Design ctrlr_poller_flat, sky130hd; sources not shown.
Power grid:
Pins as bars on the die edge.
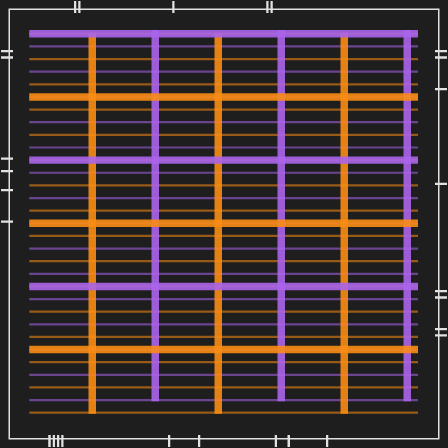
net	color
VDD	purple
VSS	orange
signal pins	28
met4 straps	6
rows	30
met1 rails	31
width of the chip: 92.2 um
largest voltage drop on the vdd net: 0.305 mV
die extent in y: 92.2 um

Selected gate families:
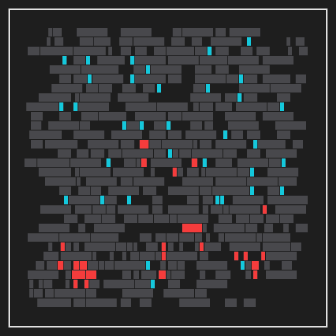
family	color	cells	most used
NAND gates	red	23	nand2_1
inverters	cyan	35	inv_1
most used logic cell in the final layout: dfrtp_1
number of standard cells in the layout, taps in and fillers out: 454
multi-input gate share of total cell area: 31.2%

==> flow_summary.html <==
<!-- implementation run metrics -->
<table>
<tr><th>Metric</th><th>Value</th></tr>
<tr><th colspan="2">Placement</th></tr>
<tr><td>Number of port buffers</td><td>20</td></tr>
<tr><td>Standard cell area after detailed placement</td><td>0.00448 sq mm</td></tr>
<tr><td>RD Place Congestion</td><td>0.824</td></tr>
<tr><td>Dpl cells</td><td>434</td></tr>
<tr><td>Post-place setup slack</td><td>-0.712 ns</td></tr>
<tr><td>Detailed-placement wirelength estimate</td><td>4.71 mm</td></tr>
<tr><th colspan="2">Finish</th></tr>
<tr><td>Clk cell area share</td><td>4.76%</td></tr>
<tr><td>Post-layout utilization of the core</td><td>69.7%</td></tr>
<tr><td>Number of fillers in the final layout</td><td>498</td></tr>
<tr><td>Fraction of standard cell area that is sequential</td><td>50.2%</td></tr>
<tr><td>Num sequential</td><td>95</td></tr>
<tr><td>Comb. cell area</td><td>0.00149 sq mm</td></tr>
<tr><td>Largest area class, layout</td><td>flip-flops and latches</td></tr>
<tr><td>Post-layout nets</td><td>369</td></tr>
<tr><td>Signal buffers share of area</td><td>8.60%</td></tr>
<tr><td>Repair and plain buffers</td><td>50</td></tr>
<tr><td>Multi-Input Combinational</td><td>162</td></tr>
<tr><td>Most frequent logic cells in the routed design</td><td>87 x dfrtp_1, 35 x inv_1, 35 x mux2i_1, 33 x mux2_2, 12 x nand2_1</td></tr>
<tr><td>Logic inverters</td><td>35</td></tr>
<tr><td>Sequential cell area</td><td>0.00239 sq mm</td></tr>
<tr><td>Layout overhead on the synthesized area</td><td>15.8%</td></tr>
<tr><td>Post-Layout Inst Area</td><td>0.00476 sq mm</td></tr>
<tr><td>Share of final-layout standard cells stronger than drive strength 1</td><td>24.9%</td></tr>
<tr><td>Clock buffer count</td><td>9</td></tr>
<tr><td>Final antenna diode count</td><td>0</td></tr>
<tr><th colspan="2">Synth</th></tr>
<tr><td>Mean area per synthesized cell</td><td>13.2 sq um</td></tr>
<tr><td>Sequential fraction of the synthesis area</td><td>58.1%</td></tr>
<tr><td>Cell type with the largest total area</td><td>dfrtp_1</td></tr>
<tr><td>Gate count of the mapped netlist</td><td>311</td></tr>
<tr><td>Chip area line of the yosys report</td><td>0.00411 sq mm</td></tr>
<tr><td>Cells taking the most area after synthesis</td><td>dfrtp_1 53%, mux2_2 9.0%, mux2i_1 8.5%</td></tr>
<tr><td>Post-synthesis simple-gate area fraction</td><td>7.80%</td></tr>
<tr><td>Total cells reported by yosys after synthesis</td><td>311</td></tr>
<tr><td>Count of distinct cell types in the synthesized netlist</td><td>38</td></tr>
<tr><td>Number of enable-type register cells in the synthesized netlist</td><td>0</td></tr>
<tr><td>Largest type area fraction</td><td>53.0%</td></tr>
<tr><td>Dominant combinational cell family by area after synthesis</td><td>multiplexers</td></tr>
<tr><td>Xor and xnor area share after synthesis</td><td>0.639%</td></tr>
<tr><td>Most common reg cell</td><td>dfrtp_1</td></tr>
<tr><td>Most instantiated cells after synthesis</td><td>87 x dfrtp_1, 35 x inv_1, 35 x mux2i_1</td></tr>
<tr><td>Netlist area before placement</td><td>0.00411 sq mm</td></tr>
<tr><td>FFs w/ async S/R, synth</td><td>100%</td></tr>
<tr><td>Flops after synth</td><td>95</td></tr>
<tr><td>Mux share of post-synthesis cell area</td><td>22.8%</td></tr>
<tr><td>Most frequent cell after synthesis</td><td>dfrtp_1</td></tr>
<tr><td>Complex Gates by Area</td><td>2.16%</td></tr>
<tr><td>Fa+ha+maj area frac</td><td>2.13%</td></tr>
<tr><td>Yosys warnings</td><td>0</td></tr>
<tr><th colspan="2">STA</th></tr>
<tr><td>Finish-stage setup viols</td><td>0</td></tr>
<tr><td>Number of max-slew violations in the final report</td><td>0</td></tr>
<tr><td>Final worst path period need</td><td>2.70 ns</td></tr>
<tr><td>Tcrit/Tclk final</td><td>96.3%</td></tr>
<tr><td>Final hold violation count</td><td>0</td></tr>
<tr><td>Worst Slack Setup Final</td><td>0.103 ns</td></tr>
<tr><td>Final-layout worst hold slack</td><td>0.132 ns</td></tr>
<tr><td>Actual slew at the worst max-slew pin</td><td>0.764 ns</td></tr>
<tr><td>Maximum frequency from static timing analysis</td><td>0.371 GHz</td></tr>
<tr><td>RSZ-0062 raised after global routing</td><td>false</td></tr>
<tr><td>Worst slew margin relative to its limit</td><td>48.7%</td></tr>
<tr><td>Total Negative Setup Slacks</td><td>0 ns</td></tr>
<tr><th colspan="2">Setup path</th></tr>
<tr><td>Worst-case register-to-register setup slack</td><td>0.55 ns</td></tr>
<tr><td>Required time of the worst setup path</td><td>1.95 ns</td></tr>
<tr><td>Category of cells accounting for the largest share of critical-path delay</td><td>buffers and inverters</td></tr>
<tr><td>Critical-path top delay cell</td><td>mux4_2</td></tr>
<tr><td>Worst EP arrival</td><td>1.85 ns</td></tr>
<tr><td>Register-to-Register Path Depth</td><td>5</td></tr>
<tr><td>Nature of the critical path endpoint</td><td>output pin</td></tr>
<tr><td>Critical path cell sequence</td><td>buf_2 &gt; bufbuf_16 &gt; mux4_2 &gt; dlygate4sd2_1</td></tr>
<tr><td>Highest cell delay on the worst timing path</td><td>0.47 ns</td></tr>
<tr><td>Peak fanout along the critical path</td><td>5</td></tr>
<tr><td>Critical Path Start Type</td><td>input pin</td></tr>
<tr><td>Number of gates on the worst path with buffers counted</td><td>4</td></tr>
<tr><td>Type of the worst setup path</td><td>in2out</td></tr>
<tr><td>Buffers &amp; Inverters on Critical Path</td><td>3</td></tr>
<tr><th colspan="2">Drt</th></tr>
<tr><td>First drt pass iteration count</td><td>4</td></tr>
<tr><td>DR top layer</td><td>met4</td></tr>
<tr><td>Count of vias placed by the detailed router</td><td>2415</td></tr>
<tr><td>DR iter-0 viols</td><td>151</td></tr>
<tr><td>Via-to-Cell Ratio</td><td>5.32</td></tr>
<tr><td>Met2 routed WL</td><td>3.47 mm</td></tr>
<tr><td>WL final</td><td>7.31 mm</td></tr>
<tr><td>Met1 wire length</td><td>3.43 mm</td></tr>
<tr><td>Residual antenna-violating net count after detailed routing</td><td>0</td></tr>
<tr><td>Routed met3 length</td><td>264 um</td></tr>
<tr><td>Remaining design rule violation count</td><td>0</td></tr>
<tr><td>Routed wire per std cell</td><td>16.1 um</td></tr>
<tr><th colspan="2">CTS</th></tr>
<tr><td>PostCTS Resize Cnt</td><td>19</td></tr>
<tr><td>Cell chosen for the clock root</td><td>clkbuf_8</td></tr>
<tr><td>Insertion delay at the late pin of the worst-skew pair</td><td>0.36 ns</td></tr>
<tr><td>Setup Fix Bufs, Post-CTS</td><td>3</td></tr>
<tr><td>Number of buffers added by the clock tree synthesis step</td><td>9</td></tr>
<tr><td>Number of hold buffers added after cts</td><td>0</td></tr>
<tr><td>CTS clk-pin slew, worst paths</td><td>0.09 ns</td></tr>
<tr><td>Buffer levels on the longest clock path</td><td>2</td></tr>
<tr><td>H-tree level count</td><td>3</td></tr>
<tr><td>TritonCTS clock tree</td><td>yes</td></tr>
<tr><td>Clock Sink Count</td><td>95</td></tr>
<tr><th colspan="2">Global route</th></tr>
<tr><td>Met3 track utilization from global routing</td><td>3.94%</td></tr>
<tr><td>Total routing usage reported by global routing</td><td>19.9%</td></tr>
<tr><td>Largest net degree at the start of global routing</td><td>64</td></tr>
<tr><td>Met2 Track Usage GR</td><td>29.1%</td></tr>
<tr><td>GRT met1 Usage</td><td>27.6%</td></tr>
<tr><td>First-pass GRT wire length</td><td>12.7 mm</td></tr>
<tr><td>Residual overflow from global routing</td><td>0</td></tr>
<tr><td>Vias in the first global route</td><td>2512</td></tr>
<tr><td>Most used routing layer in global routing</td><td>met2</td></tr>
<tr><td>Initial antenna violation count</td><td>0</td></tr>
<tr><th colspan="2">Power and ir drop</th></tr>
<tr><td>Total internal power</td><td>1.93 mW</td></tr>
<tr><td>Comb pwr</td><td>89.6 uW</td></tr>
<tr><td>Static leakage power</td><td>2.33 nW</td></tr>
<tr><td>Biggest power consumer among the groups</td><td>sequential cells</td></tr>
<tr><td>Clk network pwr share</td><td>40.8%</td></tr>
<tr><td>Pwr dens</td><td>522 mW/mm^2</td></tr>
<tr><td>Reported sequential group power</td><td>1.38 mW</td></tr>
<tr><td>Switching power</td><td>553 uW</td></tr>
<tr><td>Part of the power in combinational logic</td><td>3.6%</td></tr>
<tr><td>Sequential power share</td><td>55.6%</td></tr>
<tr><td>Post-layout power</td><td>2.49 mW</td></tr>
<tr><td>Power attributed to the clock group</td><td>1.01 mW</td></tr>
<tr><td>Net switching share of the total power</td><td>22.2%</td></tr>
<tr><th colspan="2">Floorplan</th></tr>
<tr><td>Tap cell count</td><td>96</td></tr>
<tr><td>Top Ports</td><td>28</td></tr>
<tr><td>Cell row count</td><td>30</td></tr>
<tr><td>Total core area</td><td>0.00683 sq mm</td></tr>
<tr><td>Die footprint</td><td>0.00850 sq mm</td></tr>
<tr><td>Core Util at FP</td><td>60.1%</td></tr>
<tr><th colspan="2">Run status</th></tr>
<tr><td>Result of the run</td><td>complete, no violations</td></tr>
<tr><th colspan="2">Flow run</th></tr>
<tr><td>OpenROAD warning count</td><td>28</td></tr>
<tr><td>Count of max-cap constraint violations</td><td>0</td></tr>
<tr><th colspan="2">Min path</th></tr>
<tr><td>Worst Hold Class</td><td>in2async</td></tr>
</table>
Power and IR drop assume default switching activity.
